**src/rtl/uart_pkg.sv**
```systemverilog
// Shared UART definitions used by both the receive and transmit sides of the
// host <-> processor-array serial link.
package uart_pkg;

  typedef enum logic [1:0] {
    IDLE,
    START,
    DATA,
    STOP
  } rx_state_t;

  localparam int UART_DATA_BITS         = 8;
  localparam int UART_DEFAULT_PRESCALER = 200;  // 100 MHz / 500 kbaud

endpackage

```
**src/rtl/uart_sync2.sv**
```systemverilog
// Two-flop synchronizer for a single asynchronous level; both flops reset to
// RESET_VAL so an idle-high line does not look like an edge after reset.
module uart_sync2 #(
  parameter logic RESET_VAL = 1'b1
) (
  input  logic clk,
  input  logic rst_n,
  input  logic d,
  output logic q
);

  logic meta_reg;
  logic sync_reg;

  always_ff @(posedge clk or negedge rst_n) begin
    if (!rst_n) begin
      meta_reg <= RESET_VAL;
      sync_reg <= RESET_VAL;
    end else begin
      meta_reg <= d;
      sync_reg <= meta_reg;
    end
  end

  assign q = sync_reg;

endmodule

```
**src/rtl/uart_rx_deframer.sv**
```systemverilog
// 8N1 UART receiver with a fixed clocks-per-bit prescaler, bit-centre sampling
// and a single-entry valid/ready holding register with overrun detection.
module uart_rx_deframer
  import uart_pkg::*;
#(
  parameter int PRESCALER = UART_DEFAULT_PRESCALER
) (
  input  logic                      clk,
  input  logic                      rst_n,
  input  logic                      uart_rx,
  output logic [UART_DATA_BITS-1:0] o_data,
  output logic                      o_valid,
  input  logic                      i_ready,
  output logic                      o_frame_err,
  output logic                      o_overrun
);

  localparam int CW = $clog2(PRESCALER);
  localparam logic [CW-1:0] HALF_LOAD = CW'(PRESCALER / 2 - 1);
  localparam logic [CW-1:0] FULL_LOAD = CW'(PRESCALER - 1);
  localparam logic [2:0]    LAST_IDX  = 3'(UART_DATA_BITS - 1);

  if (PRESCALER < 4) begin : g_bad_prescaler
    $error("uart_rx_deframer: PRESCALER must be >= 4");
  end

  logic                      rx_s;
  logic                      rx_q_reg;
  rx_state_t                 state_reg, state_next;
  logic [CW-1:0]             cnt_reg, cnt_next;
  logic [2:0]                idx_reg, idx_next;
  logic [UART_DATA_BITS-1:0] sr_reg, sr_next;
  logic [UART_DATA_BITS-1:0] data_reg, data_next;
  logic                      valid_reg, valid_next;
  logic                      frame_err_reg, frame_err_next;
  logic                      overrun_reg, overrun_next;
  logic                      byte_done;

  uart_sync2 #(.RESET_VAL(1'b1)) u_sync (
    .clk  (clk),
    .rst_n(rst_n),
    .d    (uart_rx),
    .q    (rx_s)
  );

  always_ff @(posedge clk or negedge rst_n) begin
    if (!rst_n) begin
      rx_q_reg      <= 1'b1;
      state_reg     <= IDLE;
      cnt_reg       <= '0;
      idx_reg       <= '0;
      sr_reg        <= '0;
      data_reg      <= '0;
      valid_reg     <= 1'b0;
      frame_err_reg <= 1'b0;
      overrun_reg   <= 1'b0;
    end else begin
      rx_q_reg      <= rx_s;
      state_reg     <= state_next;
      cnt_reg       <= cnt_next;
      idx_reg       <= idx_next;
      sr_reg        <= sr_next;
      data_reg      <= data_next;
      valid_reg     <= valid_next;
      frame_err_reg <= frame_err_next;
      overrun_reg   <= overrun_next;
    end
  end

  always_comb begin
    state_next     = state_reg;
    cnt_next       = cnt_reg;
    idx_next       = idx_reg;
    sr_next        = sr_reg;
    byte_done      = 1'b0;
    frame_err_next = 1'b0;
    unique case (state_reg)
      IDLE: begin
        if (rx_q_reg && !rx_s) begin
          state_next = START;
          cnt_next   = HALF_LOAD;
        end
      end
      START: begin
        if (cnt_reg != '0) begin
          cnt_next = cnt_reg - 1'b1;
        end else if (rx_s) begin
          state_next = IDLE;  // start bit gone by mid-bit: treat as glitch
        end else begin
          state_next = DATA;
          cnt_next   = FULL_LOAD;
          idx_next   = '0;
        end
      end
      DATA: begin
        if (cnt_reg != '0) begin
          cnt_next = cnt_reg - 1'b1;
        end else begin
          sr_next  = {rx_s, sr_reg[UART_DATA_BITS-1:1]};
          cnt_next = FULL_LOAD;
          if (idx_reg == LAST_IDX) state_next = STOP;
          else                     idx_next   = idx_reg + 3'd1;
        end
      end
      STOP: begin
        if (cnt_reg != '0) begin
          cnt_next = cnt_reg - 1'b1;
        end else begin
          // Leave at mid stop bit so a back-to-back start edge is not missed
          state_next     = IDLE;
          byte_done      = rx_s;
          frame_err_next = !rx_s;
        end
      end
      default: state_next = IDLE;
    endcase
  end

  always_comb begin
    data_next    = data_reg;
    valid_next   = valid_reg;
    overrun_next = 1'b0;
    if (valid_reg && i_ready) valid_next = 1'b0;
    if (byte_done) begin
      if (!valid_reg || i_ready) begin
        data_next  = sr_reg;
        valid_next = 1'b1;
      end else begin
        overrun_next = 1'b1;
      end
    end
  end

  assign o_data      = data_reg;
  assign o_valid     = valid_reg;
  assign o_frame_err = frame_err_reg;
  assign o_overrun   = overrun_reg;

endmodule

```
**config.mk**
```make
export PLATFORM = sky130hd
export DESIGN_NAME = uart_rx_deframer
export DESIGN_NICKNAME = d
export VERILOG_FILES = /design/src/rtl/uart_pkg.sv /design/src/rtl/uart_sync2.sv /design/src/rtl/uart_rx_deframer.sv
export SDC_FILE = /design/constraint.sdc
export NUM_CORES = 1
export LEC_CHECK = 0
export ABC_AREA = 1
export CAP_MARGIN = 20
export CORE_AREA = 2 2 83 45
export DETAILED_ROUTE_END_ITERATION = 12
export DIE_AREA = 0 0 85 47
export PLACE_DENSITY = 0.79
export RECOVER_POWER = 25
export SKIP_LAST_GASP = 1
export SYNTH_ARGS = -nofsm -noshare
export SYNTH_HDL_FRONTEND = slang
export SYNTH_SLANG_ARGS = --single-unit
```
**constraint.sdc**
```tcl
create_clock -name clk -period 4.4 [get_ports clk]
set_input_delay 0.44 -clock clk [delete_from_list [all_inputs] [get_ports clk]]
set_output_delay 0.44 -clock clk [all_outputs]
set_load 0.005 [all_outputs]
```
==> impl_metrics.json <==
{
  "lay_top_cells": "nand2_1 (56), dfrtp_1 (32), inv_1 (31), nor2_1 (18), o21ai_0 (18)",
  "drt-met1-wl_mm": 1.77,
  "slew_viol_final": 36,
  "path_max_fanout": 35,
  "yosysCellCount": 204,
  "post_cts_resized": 0,
  "arrival_ps": 2270,
  "hold_viol": 0,
  "intPower_uw": 630,
  "run_status": "finished with violations",
  "violations": "max-capacitance violations, max-slew violations",
  "top_cell": "nand2_1",
  "syn_to_final_growth_pct": 15.3,
  "mux_area_share_pct": 0,
  "cp-start-kind": "input pin",
  "switching_power_uw": 461,
  "maxPowerGroup": "combinational cells",
  "comb_area_um2": 724,
  "io_pins": 15,
  "clock_area_share_pct": 4.25,
  "worstMarginPinSlew_ps": 1790,
  "fin_skew_ps": 12.3,
  "ir_worst_vdd_v": 0.000247,
  "top_area_share_pct": 46.1,
  "synth.distinct_cells": 23,
  "signal_buffers": 15,
  "grt_usage_pct": 19.4,
  "place_congestion": 0.931,
  "hold_path.class": "reg2reg",
  "grt_pass1_vias": 1209,
  "initCoreUtil_pct": 52.9,
  "drt_iter0_markers": 89,
  "htree_levels": 2,
  "path_cells": "dlygate4sd3_1 > clkbuf_1",
  "min_period_ps": 2200,
  "place_ws_ps": 2610,
  "cap_violations": 1,
  "n_antenna_cell": 0,
  "cts_buffers": 5,
  "ys_sh_simple_pct": 24.6,
  "edf_count": 0,
  "finish.instance_area_um2": 2000,
  "cts_tree": "yes",
  "total_power_mw": 1.09,
  "fin_crit_sh_pct": 50.1,
  "root_buffer": "clkbuf_8",
  "nets": 235,
  "buffer_area_share_pct": 7.19,
  "core_area_um2": 3280
}
Figure 1. Wire density map.
The bar under the picture is 20 µm long. 17 x 9 tiles, from dark blue (low) to red (high), scaled to the fullest tile. Values are wire area over tile area, all layers added.
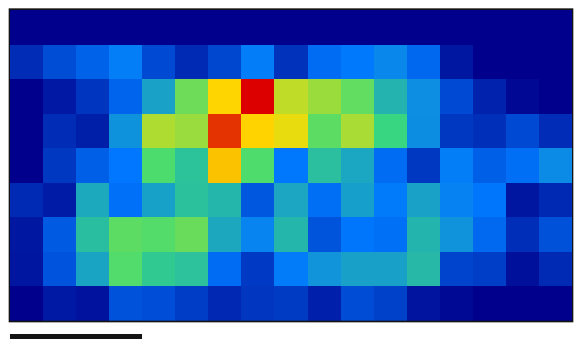
emptiest ninth of the die: upper right
fullest tile: 0.58
densest ninth of the die: centre
nearly empty tiles: 20%
tiles over half the peak: 13%
mean over tiles: 0.14
WL final: 3.29 mm
Routed wire per std cell: 12.3 µm
via count: 1288

Figure 2. Wiring by layer.
The bar under the picture is 20 µm long.
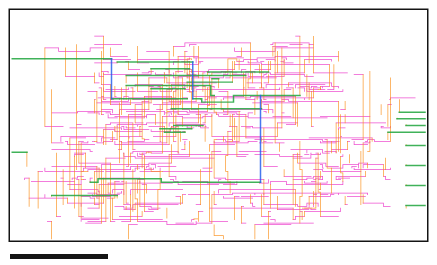
| colour | layer | wire length |
|---|---|---|
| magenta | met1 | 1770 µm |
| green | met3 | 282 µm |
| orange | met2 | 1200 µm |
| blue | met4 | 33.3 µm |

